Run 1, sizing map:
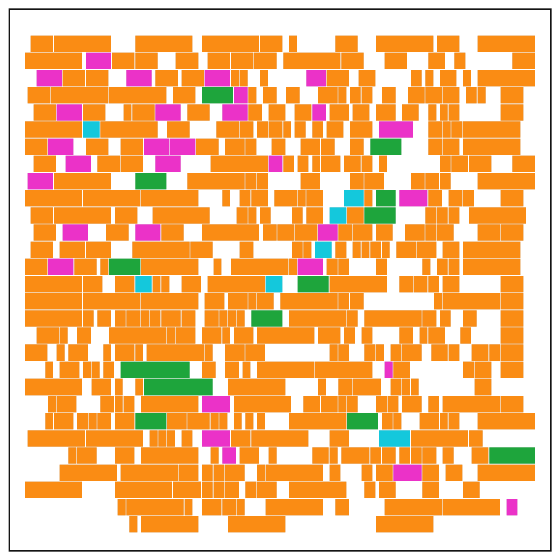
Run 1, the metal 2 layer:
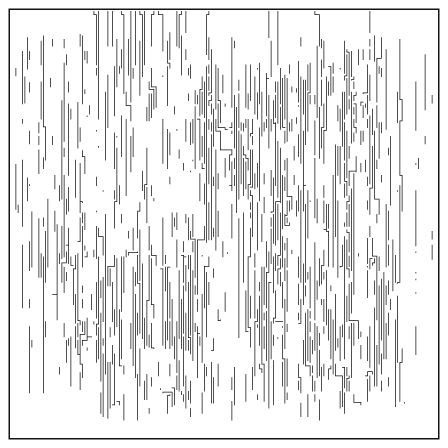
Run 1, cell classes on the final placement:
Bar = 20 um. Fill, decap, tap and diode cells in gray.
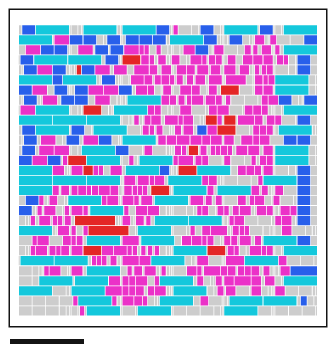
===== config.mk =====
export PLATFORM = sky130hd
export DESIGN_NAME = uart_host_loader
export DESIGN_NICKNAME = d
export VERILOG_FILES = /design/src/rtl/uart_host_loader.sv
export SDC_FILE = /design/constraint.sdc
export NUM_CORES = 1
export LEC_CHECK = 0
export CAP_MARGIN = 20
export CORE_MARGIN = 2
export CORE_UTILIZATION = 59
export CTS_CLUSTER_DIAMETER = 120
export DETAILED_ROUTE_END_ITERATION = 8
export PLACE_DENSITY = 0.82
export SYNTH_ARGS = -nofsm -noshare
export SYNTH_HDL_FRONTEND = slang
export SYNTH_SLANG_ARGS = --single-unit

===== constraint.sdc =====
create_clock -name CLK -period 5.1 [get_ports CLK]
set_clock_uncertainty 0.2 [all_clocks]
set_input_delay 1.02 -clock CLK [delete_from_list [all_inputs] [get_ports CLK]]
set_output_delay 1.02 -clock CLK [all_outputs]
set_load 0.05 [all_outputs]

===== src/rtl/uart_host_loader.sv =====
// Host side of the UART boot/load protocol: waits for the 0x99 and 0xAA sync bytes,
// streams the program and data images from a byte memory, then captures one result byte.
module uart_host_loader #(
  parameter int PROG_LEN    = 256,
  parameter int DATA_LEN    = 256,
  parameter int PROG_BASE   = 0,
  parameter int DATA_BASE   = 256,
  parameter int ADDR_W      = 16,
  parameter int TIMEOUT_CYC = 50000000
) (
  input  logic              CLK,
  input  logic              RST_N,
  input  logic              start,
  input  logic [7:0]        rx_byte,
  input  logic              rx_valid,
  output logic [7:0]        tx_byte,
  output logic              tx_start,
  input  logic              tx_done,
  output logic [ADDR_W-1:0] mem_addr,
  input  logic [7:0]        mem_rdata,
  output logic              busy,
  output logic              done,
  output logic              error,
  output logic [7:0]        result,
  output logic              result_valid
);

  localparam int MAX_LEN = (PROG_LEN > DATA_LEN) ? PROG_LEN : DATA_LEN;
  localparam int IDX_W   = $clog2(MAX_LEN + 1);
  localparam int TMO_W   = (TIMEOUT_CYC > 0) ? $clog2(TIMEOUT_CYC + 1) : 1;

  localparam logic [IDX_W-1:0]  PROG_LAST = IDX_W'(PROG_LEN - 1);
  localparam logic [IDX_W-1:0]  DATA_LAST = IDX_W'(DATA_LEN - 1);
  localparam logic [TMO_W-1:0]  TMO_LAST  = TMO_W'((TIMEOUT_CYC > 0) ? TIMEOUT_CYC - 1 : 0);
  localparam logic [ADDR_W-1:0] PROG_ADDR = ADDR_W'(PROG_BASE);
  localparam logic [ADDR_W-1:0] DATA_ADDR = ADDR_W'(DATA_BASE);
  localparam logic [7:0]        SYNC_PROG = 8'h99;
  localparam logic [7:0]        SYNC_DATA = 8'hAA;

  typedef enum logic [3:0] {
    IDLE, W_SYNC1, P_FETCH, P_LOAD, P_SEND, W_SYNC2,
    D_FETCH, D_LOAD, D_SEND, W_RESULT, DONE, ERR
  } state_t;

  state_t            state_reg, state_next;
  logic [IDX_W-1:0]  idx_reg, idx_next;
  logic [TMO_W-1:0]  tmo_reg, tmo_next;
  logic [7:0]        tx_byte_reg, tx_byte_next;
  logic [ADDR_W-1:0] mem_addr_reg, mem_addr_next;
  logic [7:0]        result_reg, result_next;
  logic              result_valid_reg, result_valid_next;
  logic              tmo_expired;

  assign tmo_expired = (TIMEOUT_CYC > 0) && (tmo_reg == TMO_LAST);

  always_ff @(posedge CLK or negedge RST_N) begin
    if (!RST_N) begin
      state_reg        <= IDLE;
      idx_reg          <= '0;
      tmo_reg          <= '0;
      tx_byte_reg      <= '0;
      mem_addr_reg     <= '0;
      result_reg       <= '0;
      result_valid_reg <= 1'b0;
    end else begin
      state_reg        <= state_next;
      idx_reg          <= idx_next;
      tmo_reg          <= tmo_next;
      tx_byte_reg      <= tx_byte_next;
      mem_addr_reg     <= mem_addr_next;
      result_reg       <= result_next;
      result_valid_reg <= result_valid_next;
    end
  end

  // The timeout count defaults to zero, so it restarts on every entry into a wait state.
  always_comb begin
    state_next        = state_reg;
    idx_next          = idx_reg;
    tmo_next          = '0;
    tx_byte_next      = tx_byte_reg;
    mem_addr_next     = mem_addr_reg;
    result_next       = result_reg;
    result_valid_next = 1'b0;
    case (state_reg)
      IDLE, DONE, ERR: begin
        if (start) begin
          state_next = W_SYNC1;
          idx_next   = '0;
        end
      end
      W_SYNC1: begin
        if (rx_valid && rx_byte == SYNC_PROG) begin
          state_next    = P_FETCH;
          idx_next      = '0;
          mem_addr_next = PROG_ADDR;
        end else if (tmo_expired) begin
          state_next = ERR;
        end else begin
          tmo_next = tmo_reg + TMO_W'(1);
        end
      end
      P_FETCH: state_next = P_LOAD;
      P_LOAD: begin
        tx_byte_next = mem_rdata;
        state_next   = P_SEND;
      end
      P_SEND: begin
        if (tx_done) begin
          if (idx_reg == PROG_LAST) begin
            state_next = W_SYNC2;
            idx_next   = '0;
          end else begin
            idx_next      = idx_reg + IDX_W'(1);
            mem_addr_next = mem_addr_reg + ADDR_W'(1);
            state_next    = P_FETCH;
          end
        end
      end
      W_SYNC2: begin
        if (rx_valid && rx_byte == SYNC_DATA) begin
          state_next    = D_FETCH;
          idx_next      = '0;
          mem_addr_next = DATA_ADDR;
        end else if (tmo_expired) begin
          state_next = ERR;
        end else begin
          tmo_next = tmo_reg + TMO_W'(1);
        end
      end
      D_FETCH: state_next = D_LOAD;
      D_LOAD: begin
        tx_byte_next = mem_rdata;
        state_next   = D_SEND;
      end
      D_SEND: begin
        if (tx_done) begin
          if (idx_reg == DATA_LAST) begin
            state_next = W_RESULT;
            idx_next   = '0;
          end else begin
            idx_next      = idx_reg + IDX_W'(1);
            mem_addr_next = mem_addr_reg + ADDR_W'(1);
            state_next    = D_FETCH;
          end
        end
      end
      W_RESULT: begin
        if (rx_valid) begin
          result_next       = rx_byte;
          result_valid_next = 1'b1;
          state_next        = DONE;
        end else if (tmo_expired) begin
          state_next = ERR;
        end else begin
          tmo_next = tmo_reg + TMO_W'(1);
        end
      end
      default: state_next = IDLE;
    endcase
  end

  // Decoded from the state register so tx_start falls as soon as reset asserts.
  assign tx_start     = (state_reg == P_SEND) || (state_reg == D_SEND);
  assign busy         = !((state_reg == IDLE) || (state_reg == DONE) || (state_reg == ERR));
  assign done         = (state_reg == DONE);
  assign error        = (state_reg == ERR);
  assign tx_byte      = tx_byte_reg;
  assign mem_addr     = mem_addr_reg;
  assign result       = result_reg;
  assign result_valid = result_valid_reg;

endmodule

==> results.sh, run 1 <==
# yosys + openroad results
export IMPL_grt_max_degree=45
export IMPL_holdPathStages=1
export IMPL_top_cell_area_share_pct=45.9
export IMPL_swShare_pct=44.1
export IMPL_grt_util_all_layers_pct=25.7
export IMPL_path_clk_slew_ns=0.08
export IMPL_drtAntennaViolNets=0
export IMPL_cp_top_family="buffers and inverters"
export IMPL_p_int_mw=1.33
export IMPL_hold_viol=0
export IMPL_portBuffers=57
export IMPL_period_minus_slack_ns=3.99
export IMPL_async_flop_share_pct=100
export IMPL_vias_per_cell=6.10
export IMPL_seqPwrFrac_pct=33.5
export IMPL_critPathArrivalTime_ns=2.77
export IMPL_diodes=0
export IMPL_whs_endpoint="result[6]"
export IMPL_grt_pass1_vias=3239
export IMPL_end_kind="output pin"
export IMPL_hold_start="result[6]"
export IMPL_tns_ns=0
export IMPL_crit_start="state_reg[3]"
export IMPL_p_comb_share_pct=45.0
export IMPL_p_per_area_nw_per_um2=497
export IMPL_ys_seq_share_pct=45.9
export IMPL_grt_overflow=0
export IMPL_clk_latency_ns=0.35
export IMPL_ios=58
export IMPL_cp_buffers_inverters=3
export IMPL_syn_area_um2=3930
export IMPL_ys_cells=409
export IMPL_clock_path_buffers=2
export IMPL_setup_viol=0
export IMPL_peakVddDrop_mv=0.499
export IMPL_drt_wirelength_per_cell_um=16.4
export IMPL_r2r_worst_path_cells=5
export IMPL_gp_congestion=0.879
export IMPL_avgSynthCellArea_um2=9.61
export IMPL_slew_viol_final=0
export IMPL_drc=0
export IMPL_cp_slowest_stage_delay_ns=0.87
export IMPL_largest_reg_flops=26
export IMPL_slew_headroom_pct=42.5
export IMPL_drtIter0Drc=134
export IMPL_edf_count=0
export IMPL_die_area_um2=7330
export IMPL_layout_drive_gt1_share_pct=10.7
export IMPL_p_leak_nw=1.95
export IMPL_synthTopCellsByCount="72 x dfrtp_1, 45 x nor2_1, 28 x o21ai_0, 26 x nand3_1, 25 x nand2_1"
export IMPL_syn_nets=433
export IMPL_cp_max_fo=30
export IMPL_rrSetupSlack_ns=2.20
export IMPL_grt_pass1_wl_um=15100
export IMPL_root_buffer="clkbuf_8"
export IMPL_hold_path_class="reg2reg"
export IMPL_dp_hpwl_um=6110
export IMPL_die_w_um=85.6
export IMPL_required_ns=3.88
export IMPL_timing_rr_start="state_reg[3]"
export IMPL_max_freq_mhz=251
export IMPL_ys_chip_area_um2=3930
export IMPL_netlist_instances=409
export IMPL_cts_sinks=72
export IMPL_grt_setup_unrepaired="no"
export IMPL_warning_count=26
export IMPL_regToRegEndpoint="mem_addr[1]"
export IMPL_cts_tree="done"
export IMPL_synth_area_leader_cell="dfrtp_1"
export IMPL_ctsHtreeMaxLevel=3
export IMPL_fp_util_pct=61.5
export IMPL_tightestPinTransition_ns=0.859
export IMPL_p_clk_share_pct=21.6
export IMPL_synth_distinct_cells=60
export IMPL_ctsResizeCount=0
export IMPL_antenna_found_initial=0
export IMPL_status="finished clean"
export IMPL_crit_path_start_kind="register"
export IMPL_die_h_um=85.6
Notes on 'sizing map' above:
size	color	cells	share	most used
drive 1 or less	orange	417	89%	dfrtp_1
drive 2	magenta	30	6.4%	mux2_2
drive 6 and up	green	13	2.8%	clkbuf_8
drive 3 to 4	cyan	7	1.5%	buf_4
Finished Cell Area: 4770 um^2
nonclk buf count: 61
P&R area growth vs syn: 21.4%
final worst slack: 1.11 ns

Notes on 'the metal 2 layer' above:
wire length on this layer	4330 um
main direction	vertical
nets with wire on the layer	422
Post-Route WL: 8900 um
met2 GRT Util: 41.4%
Vias: 3316

Notes on 'cell classes on the final placement' above:
class	color	cells	share of their area
flip-flops	cyan	72	39%
clock drivers and dummy loads	red	16	4.7%
all other logic	magenta	318	44%
other buffers and delay cells	blue	61	13%
sequential share of cell area: 37.8%
Rows: 29
Core Region: 6390 um^2
Final Util: 74.7%

run 1: how the worst max path moves through the flow:
stage / endpoint / slack, ns / cells after the start
after floorplan: busy / 2.36 / 5
after global placement: tx_start / 1.63 / 5
after detailed placement: tx_start / 1.55 / 5
after CTS: tx_start / 1.15 / 5
after global routing: tx_start / 0.98 / 5
final: tx_start / 1.11 / 5
run 1: cell families (layout without fill, tap and decap cells):
| kind of cell | after synthesis | after routing | synth area share (%) |
|---|---|---|---|
| XOR/XNOR | 24 | 24 | 5.35 |
| flip-flops | 72 | 72 | 45.9 |
| AND-OR/OR-AND | 95 | 95 | 16.4 |
| adder cells (fa/ha/maj) | 3 | 3 | 0.956 |
| buffers and inverters | 28 | 86 | 2.99 |
| multiplexers | 19 | 19 | 5.38 |
| AND/OR/NAND/NOR | 168 | 168 | 23.1 |
run 1: power by group through the flow:
stage	clock network [mW]	logic [mW]	registers, mW
floorplan	0	0.547	0.995
global placement	0	1.05	0.791
detailed placement	0	1.06	0.799
CTS	0.519	1.07	0.788
global route	0.539	1.14	0.811
finish	0.511	1.06	0.793
run 1: stage by stage:
step	util (%)	setup slack, ns	cell area (um^2)	total power [mW]	instances
finish	74.7	1.11	4770	2.37	544
global route	74.7	0.980	4770	2.49	544
CTS	74.4	1.15	4750	2.37	543
detailed placement	70.9	1.55	4530	1.86	527
global placement	70.9	1.63	4530	1.84	527
floorplan	-	2.36	3930	1.54	409
run 1: worst register-to-register path, cell delays in order (launching register included):
cell,delay [ns]
dfrtp_1,0.87
or3b_1,0.43
a221oi_2,0.31
o211ai_1,0.42
or2_1,0.37
a32o_1,0.20
run 1: cells in the final DEF, fill, tap and decap left out, types with 4 or more instances in the layout:
cell / Yosys / layout
nor3_1: 8 / 8
xnor2_1: 5 / 5
and4_1: 6 / 6
xor2_1: 19 / 19
nand4_1: 7 / 7
mux2_2: 16 / 16
clkbuf_8: 0 / 9
nand3_1: 26 / 26
clkdlybuf4s50_1: 0 / 56
dfrtp_1: 72 / 72
or2_2: 4 / 4
nor2b_1: 4 / 4
nand2b_1: 10 / 10
a31oi_1: 5 / 5
o31ai_1: 17 / 17
nor2_1: 45 / 45
a21boi_0: 4 / 4
o211ai_1: 6 / 6
a21oi_1: 10 / 10
o21ai_0: 28 / 28
and3_1: 10 / 10
nand2_1: 25 / 25
inv_1: 8 / 8
run 1: layer usage:
metal	GRT usage (%)	vias to the layer above	share of wire (%)	wire, um
met4	10.2	0	1.1	99
met3	6.74	10	6.4	573
met5	0	-	0	0
met1	33.3	1609	44	3900
met2	41.4	97	49	4330
li1	-	1600	-	-
run 1: final cells by class:
cell class / instances / area [um^2]
Clock buffer: 10 / 128
Clock inverter: 6 / 92.6
Multi-Input combinational cell: 309 / 2010
Tap cell: 77 / 96.3
Inverter: 9 / 33.8
Fill cell: 456 / 1620
Timing Repair Buffer: 61 / 608
Sequential cell: 72 / 1800
Run 1, gate families picked out:
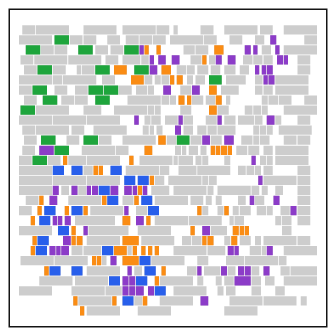

## Run 2: what changed since run 1
CORE_UTILIZATION = 55   (was 59)
PLACE_DENSITY = 0.77   (was 0.82)
clock period = 3.7 ns   (was 5.1 ns; I/O delays follow)
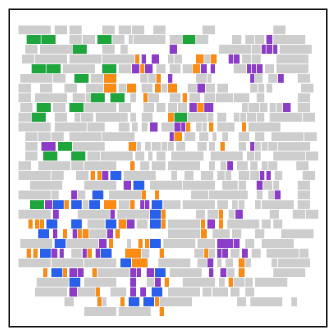
Run 2: gate families picked out
family	color	cells	most used
XOR/XNOR gates	blue	24	xor2_1
NOR gates	orange	65	nor2_1
NAND gates	purple	71	nand3_1
multiplexers	green	19	mux2_2
Layout Cells excl Fill: 567
Comb area share: 42.0%
most common cell after layout, fill and taps aside: dfrtp_1

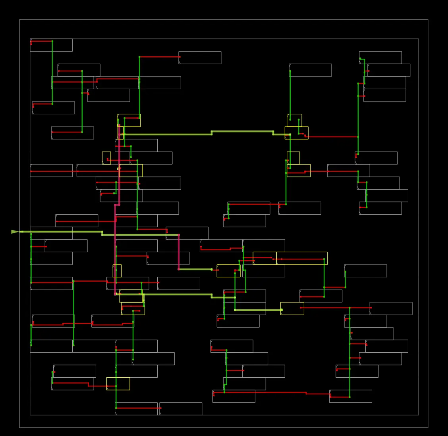
Run 2: clock routing
clk sinks: 72
clkbuf count: 11
clock network power: 0.617 mW
Seq cells: 72

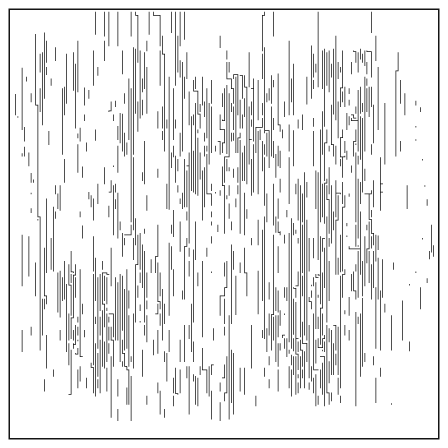
Run 2: the metal 2 layer
longest straight run	33.7 um
nets with wire on the layer	408
share of all routed wire	47%
wire length on this layer	4140 um
main direction	vertical
met2 GRT Util: 37.5%
Vias: 3299
Post-Route WL: 8880 um

==> results.sh, run 2 <==
# yosys + openroad results
export IMPL_p_per_area_nw_per_um2=671
export IMPL_drtIter0Drc=204
export IMPL_hold_path_class="in2async"
export IMPL_peakVddDrop_mv=0.637
export IMPL_fp_row_count=30
export IMPL_diodes=0
export IMPL_grt_pass1_vias=3135
export IMPL_end_kind="output pin"
export IMPL_syn_area_um2=3930
export IMPL_slew_headroom_pct=44.2
export IMPL_synth_area_leader_cell="dfrtp_1"
export IMPL_cts_tree="done"
export IMPL_path_clk_slew_ns=0.08
export IMPL_synthTopCellsByCount="72 x dfrtp_1, 45 x nor2_1, 28 x o21ai_0, 26 x nand3_1, 25 x nand2_1"
export IMPL_syn_to_final_growth_pct=21.8
export IMPL_grt_setup_unrepaired="no"
export IMPL_grt_util_all_layers_pct=24.1
export IMPL_dp_cells=551
export IMPL_largest_reg_flops=26
export IMPL_drtAntennaViolNets=0
export IMPL_die_area_um2=7830
export IMPL_avgSynthCellArea_um2=9.61
export IMPL_drc=0
export IMPL_clk_latency_ns=0.34
export IMPL_vias_per_cell=5.82
export IMPL_ios=58
export IMPL_mux_share_pct=5.38
export IMPL_hold_viol=0
export IMPL_ctsHtreeMaxLevel=3
export IMPL_slew_viol_final=0
export IMPL_p_leak_nw=1.96
export IMPL_fp_util_pct=57.2
export IMPL_synth_seq_cells=72
export IMPL_layout_drive_gt1_share_pct=11.7
export IMPL_syn_nets=433
export IMPL_edf_count=0
export IMPL_gp_congestion=0.912
export IMPL_synth_cellmix_simpleShare_pct=23.1
export IMPL_grt_pass1_wl_um=14800
export IMPL_ys_sh_xor_pct=5.35
export IMPL_use_met3_pct=7.84
export IMPL_crit_path_start_kind="register"
export IMPL_regToRegEndpoint="mem_addr[1]"
export IMPL_required_ns=2.76
export IMPL_top_cell_area_share_pct=45.9
export IMPL_root_buffer="clkbuf_8"
export IMPL_r2r_worst_path_cells=5
export IMPL_logic_family="simple AND/OR/NAND/NOR gates"
export IMPL_grt_max_degree=31
export IMPL_async_flop_share_pct=100
export IMPL_max_freq_mhz=307
export IMPL_critPathArrivalTime_ns=2.32
export IMPL_area_leaders="dfrtp_1 46%, mux2_2 4.6%, nor2_1 4.3%"
export IMPL_die_w_um=88.5
export IMPL_ys_chip_area_um2=3930
export IMPL_drt_wirelength_per_cell_um=15.7
export IMPL_dpl_cell_area_um2=4590
export IMPL_core_um2=6870
export IMPL_critPathKind="reg2out"
export IMPL_compound_area_share_pct=16.4
export IMPL_setup_viol=0
export IMPL_ctsResizeCount=0
export IMPL_synth_distinct_cells=60
export IMPL_rrSetupSlack_ns=0.83
export IMPL_tightestPinTransition_ns=0.834
export IMPL_fin_area_um2=4790
export IMPL_die_h_um=88.5
export IMPL_timing_rr_start="state_reg[3]"
export IMPL_ys_cells=409
export IMPL_cts_setup_buffers=0
export IMPL_clock_path_buffers=2
export IMPL_cp_max_fo=30
export IMPL_ys_seq_share_pct=45.9
export IMPL_use_met1_pct=32.5
export IMPL_portBuffers=57
export IMPL_netlist_instances=409
export IMPL_grt_overflow=0
export IMPL_dp_hpwl_um=6270
export IMPL_warning_count=26
export IMPL_status="finished clean"
export IMPL_top_usage_layer="met2"
export IMPL_tns_ns=0
export IMPL_adder_share_pct=0.955
export IMPL_antenna_found_initial=0
export IMPL_period_minus_slack_ns=3.26
export IMPL_most_common_layout_cells="72 x dfrtp_1, 55 x clkdlybuf4s50_1, 45 x nor2_1"
-- run 2: cell counts after synthesis --
Identical to the previous run, type by type.
-- run 2: worst max-delay path, cell delays in order (launching register included) --
cell             delay [ns]
dfrtp_1                0.85
nand2b_1               0.18
nor2_1                 0.14
clkdlybuf4s50_1        0.81
-- run 2: worst max path at each step --
stage	start	end	slack [ns]
floorplan	state_reg[3]	busy	1.24
global placement	tx_done	mem_addr[14]	0.70
detailed placement	tx_done	idx_reg[7]	0.62
CTS	state_reg[3]	error	0.45
global route	state_reg[3]	error	0.27
finish	state_reg[3]	done	0.44
-- run 2: layer usage --
layer  wire, um  up-vias
met5          0        -
met4        104        0
met3        618       14
met2       4140       94
met1       4010     1582
li1           -     1609
-- run 2: power by group --
group / switching (mW) / internal (mW) / leakage [nW] / total [mW]
combinational: 0.981 / 0.541 / 0.897 / 1.52
sequential: 0.150 / 0.921 / 0.968 / 1.07
clock: 0.288 / 0.329 / 0.0993 / 0.617
-- run 2: stage by stage --
stage               hold WS (ns)  power (mW)  utilization [%]  setup slack (ns)
finish                     0.143        3.21             69.7             0.438
global route               0.167        3.39             69.7             0.265
CTS                        0.158        3.21             69.7             0.447
detailed placement         0.289        2.60             66.8             0.623
global placement           0.287        2.56             66.8             0.701
floorplan                  0.244        2.12                -              1.24
-- run 2: cell type report --
class	count	area, um^2
fillers	545	2080
multi-input cells	309	2010
flip-flops and latches	72	1800
repair buffers	65	623
clock buffers	11	141
well taps	96	120
clock inverters	5	56.3
inverters	9	33.8
-- run 2: cell families (layout without fill, tap and decap cells) --
group	count (synthesis)	count (layout)
XOR/XNOR	24	24
adder cells (fa/ha/maj)	3	3
flip-flops	72	72
buffers and inverters	28	90
AND-OR/OR-AND	95	95
AND/OR/NAND/NOR	168	168
multiplexers	19	19
Power figures rest on the tool's default switching activity, not on a simulated workload.
